==> config.mk <==
export PLATFORM = sky130hd
export DESIGN_NAME = reg_writeback_unit
export DESIGN_NICKNAME = d
export VERILOG_FILES = /design/src/rtl/reg_writeback_unit.sv
export SDC_FILE = /design/constraint.sdc
export NUM_CORES = 1
export LEC_CHECK = 0
export CAP_MARGIN = 10
export CORE_MARGIN = 4
export CORE_UTILIZATION = 51
export DETAILED_ROUTE_END_ITERATION = 10
export GPL_TIMING_DRIVEN = 0
export PLACE_DENSITY = 0.81
export SYNTH_ARGS = -nofsm -noshare
export SYNTH_HDL_FRONTEND = slang
export SYNTH_SLANG_ARGS = --single-unit
==> constraint.sdc <==
create_clock -name clock -period 4 [get_ports clock]
set_clock_uncertainty 0.1 [all_clocks]
set_input_delay 0.8 -clock clock [delete_from_list [all_inputs] [get_ports clock]]
set_output_delay 0.8 -clock clock [all_outputs]
set_load 0.02 [all_outputs]
**Sizing map**

Scale: 2 px per um.
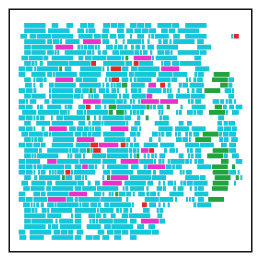
| size | colour | cells |
|---|---|---|
| x1 and smaller | cyan | 659 |
| x6 and larger | magenta | 24 |
| x2 | green | 35 |
| x3 and x4 | red | 13 |
Syn-to-layout area delta: 32.2%
Signal buffers: 173
post-route cell area: 8540 um^2
smallest setup slack after layout: 283 ps

**Met3 routing**

Scale: 3 px per um. Cells faint in the background.
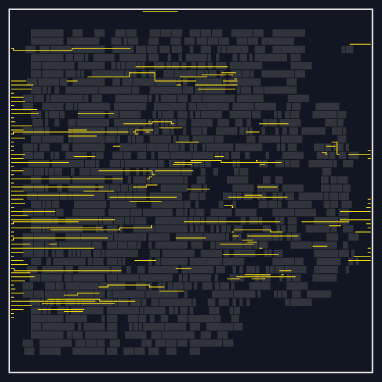
nets with wire on the layer: 129
share of all routed wire: 8.0%
count of vias placed by the detailed router: 5239
met3 GRT Util: 7.86%

==> Flow_metrics.wiki <==
== Run summary ==
{| class="wikitable"
! Metric !! Value
|-
| Placed insts || 867
|-
| Total global routing track utilization || 24.6%
|-
| Kind of end point of the critical path || output pin
|-
| Met1 layer wirelength in the final routing || 7000 um
|-
| Simple-gate share of the synthesized area || around 11%
|-
| Main logic family after synthesis || AND-OR/OR-AND gates
|-
| Num CTS Buffers || 17
|-
| Power per cell area || 512 nW/um^2
|-
| Run status || finished, final reports clean
|-
| Worst R2R Path Depth || 6
|-
| Class of the tightest hold or removal check || flop to flop
|-
| Max Fclk || ~270 MHz
|-
| Most used flip-flop cell || edfxtp_1
|-
| Gr ovfl total || 0
|-
| Critical path, cell by cell || buf_1 -> mux2_2 -> a311oi_1 -> a2111oi_0 -> a311o_1 -> clkdlybuf4s50_1
|-
| Net load switching power || roughly 0.0014 W
|-
| Async set or reset register ratio after synthesis || 0%
|-
| Leading cell types in the layout, fill and taps excluded || 127 x clkdlybuf4s50_1, 113 x nand2_1, 74 x dfxtp_1, 74 x edfxtp_1, 72 x a21oi_1
|-
| Number of cell instances after yosys synthesis || 570
|-
| Post-synthesis instance area || around 6500 um^2
|-
| Number of post-CTS setup repair buffers || 0
|-
| Drt pass-1 iters || 8
|-
| Final min period || 3720 ps
|-
| Post-cts repair resize count || 0
|-
| Most frequent cells after synthesis || 113 x nand2_1, 74 x dfxtp_1, 74 x edfxtp_1, 72 x a21oi_1, 37 x o211ai_1
|-
| Number of enable-type register cells in the synthesized netlist || about 74
|-
| Combinational cell fraction of total power || 26.4%
|-
| FA/HA/MAJ Cells, Area Fraction || less than 1%
|-
| Count of antenna-violating nets left after detailed routing || 0
|-
| WL per Instance || 19.5 um
|-
| Largest delay contributor family on the critical path || buffers and inverters
|-
| Num rows || around 40
|-
| Via/cell ratio || 5.83
|-
| Req. time, crit path || about 3100 ps
|-
| First DRT Iteration DRCs || approximately 370
|-
| Yosys warnings || 0
|-
| Amount of wire on met2 after detailed routing || 8860 um
|-
| Comb group || between 0.001 and 0.0015 W
|-
| Largest register FFs || 64
|-
| CP Class || input pin to output pin
|-
| Clock Root Buffer || clkbuf_16
|-
| Sequential Power Share || 41.1%
|-
| Layer with the highest usage || met2
|-
| Logic area || about 2600 um^2
|-
| Maximum number of pins on one net before global-route repair || 21
|-
| Global-route wire length before repair || roughly 28000 um
|-
| Transition at the pin with the smallest max-transition slack || 1080 ps
|-
| Maximum net fanout on the critical path || 8
|-
| Mean area per synthesized cell || about 11 um^2
|-
| Remaining routing DRC violations || 0
|-
| Met2 track utilization from global routing || 42.5%
|-
| Most numerous cell in the Yosys netlist || nand2_1
|-
| Count of final setup violators || 0
|-
| Floorplan die area || 14500 um^2
|-
| Startpoint type of the worst setup path || input pin
|-
| Share of the cycle needed by the critical path after routing || 92.9%
|-
| Clock tree from TritonCTS || built
|-
| Switching share of power || 31.4%
|-
| Non-Filler Instances || 899
|-
| Die W || about 120 um
|-
| Final-stage net count || 814
|-
| Total internal power || 0.00300 W
|-
| Clock Power Share || 32.5%
|-
| Proportion of netlist area held by the largest area contributor || 34.4%
|-
| Count of H-tree levels built during CTS || 4
|-
| Top pwr grp || registers
|-
| Initial standard-cell utilization of the core || 52.9%
|-
| Top cell type by total area after synthesis || edfxtp_1
|-
| Number of warning messages in the logs || 26
|-
| DRT Wirelength || approximately 18000 um
|-
| Sequential-to-total area share from yosys stat || 57.3%
|-
| Storage element area || 3700 um^2
|-
| Core Area || ~12000 um^2
|-
| Number of failing hold endpoints at the final stage || 0
|-
| RSZ-0062 raised after global routing || false
|-
| Buffer and inverter count on the worst path || 2
|-
| Max-slew headroom || between 20 and 30%
|-
| Initial antenna violation count || 0
|-
| Most common logic cell in the routed design || clkdlybuf4s50_1
|-
| Yosys-reported design area after synthesis || ~6500 um^2
|-
| Vias in the first global route || roughly 5500
|-
| Leakage power total || 2.84 nW
|-
| Post-route worst hold slack || about 380 ps
|-
| XOR/XNOR Area Share || 0.407%
|-
| Clk_lat worst skew || 410 ps
|-
| Register bit count reported by yosys || 148
|-
| Number of max-cap violations || 0
|-
| Number of different library cells in the post-synthesis netlist || 48
|-
| Number of buffers inserted by port buffering || 127
|-
| Routed met3 length || 1400 um
|-
| Worst VDD drop || 0.000328 V
|-
| Cell count of the worst hold path || 2
|-
| Highest routed layer || met4
|-
| Clock slew at reported path FFs || 60 ps
|-
| Ports || approximately 140
|-
| Synthesized Nets || 666
|-
| Global routing usage on met1 || 29.5%
|-
| Fraction of layout instances using a drive strength above 1 || 9.85%
|-
| DPL Wire Length || 12700 um
|-
| Post-CTS Hold Fix Bufs || 0
|-
| Largest cells by area after synthesis || edfxtp_1 34%, dfxtp_1 23%, nand2_1 6.6%
|-
| CP peak stage delay || 540 ps
|-
| Critical Path AT || 2820 ps
|-
| Layout filler cell count || 873
|-
| Slowest stage cell, crit path || clkdlybuf4s50_1
|-
| Largest buffer count on any clock path || 2
|-
| AND-OR/OR-AND Cells, Area Fraction || 16.1%
|-
| Sequential cell power || 0.00180 W
|-
| Final tally of max-slew violations || 0
|-
| Register-to-register setup slack || 1910 ps
|-
| Power drawn by the clock network || 0.00142 W
|-
| Antenna cells || 0
|-
| Instance count on the critical path || 6
|-
| MUX area fraction || 11.5%
|-
| RD Place Congestion || 0.928
|-
| Mapped Cells || 570
|-
| Clock sink count || about 150
|-
| Die Span Y || 121 um
|}
-- per-stage QoR --
stage	util (%)	total power (W)	area [um^2]	worst slack (ps)	setup TNS (ps)
6_report	70.0	0.00437	8540	283	0
5_1_grt	70.0	0.00457	8540	87.0	0
4_1_cts	70.0	0.00438	8540	269	0
3_5_place_dp	65.6	0.00296	8010	263	0
3_3_place_gp	65.0	0.00292	7940	-677	-49620
2_1_floorplan	-	0.00250	6460	472	0
-- worst min-delay path, cell delays in order (launching register included) --
cell and delay, ps:
dfxtp_1 320, o41ai_1 60, a21oi_1 50
-- cell type report --
type	count	share of cell area [%]
flip-flops and latches	148	43.4
multi-input cells	374	29.9
repair buffers	129	15.5
clock buffers	20	5.23
well taps	168	2.46
plain buffers	44	2.37
clock inverters	12	0.981
inverters	4	0.176
Power and IR drop assume default switching activity.
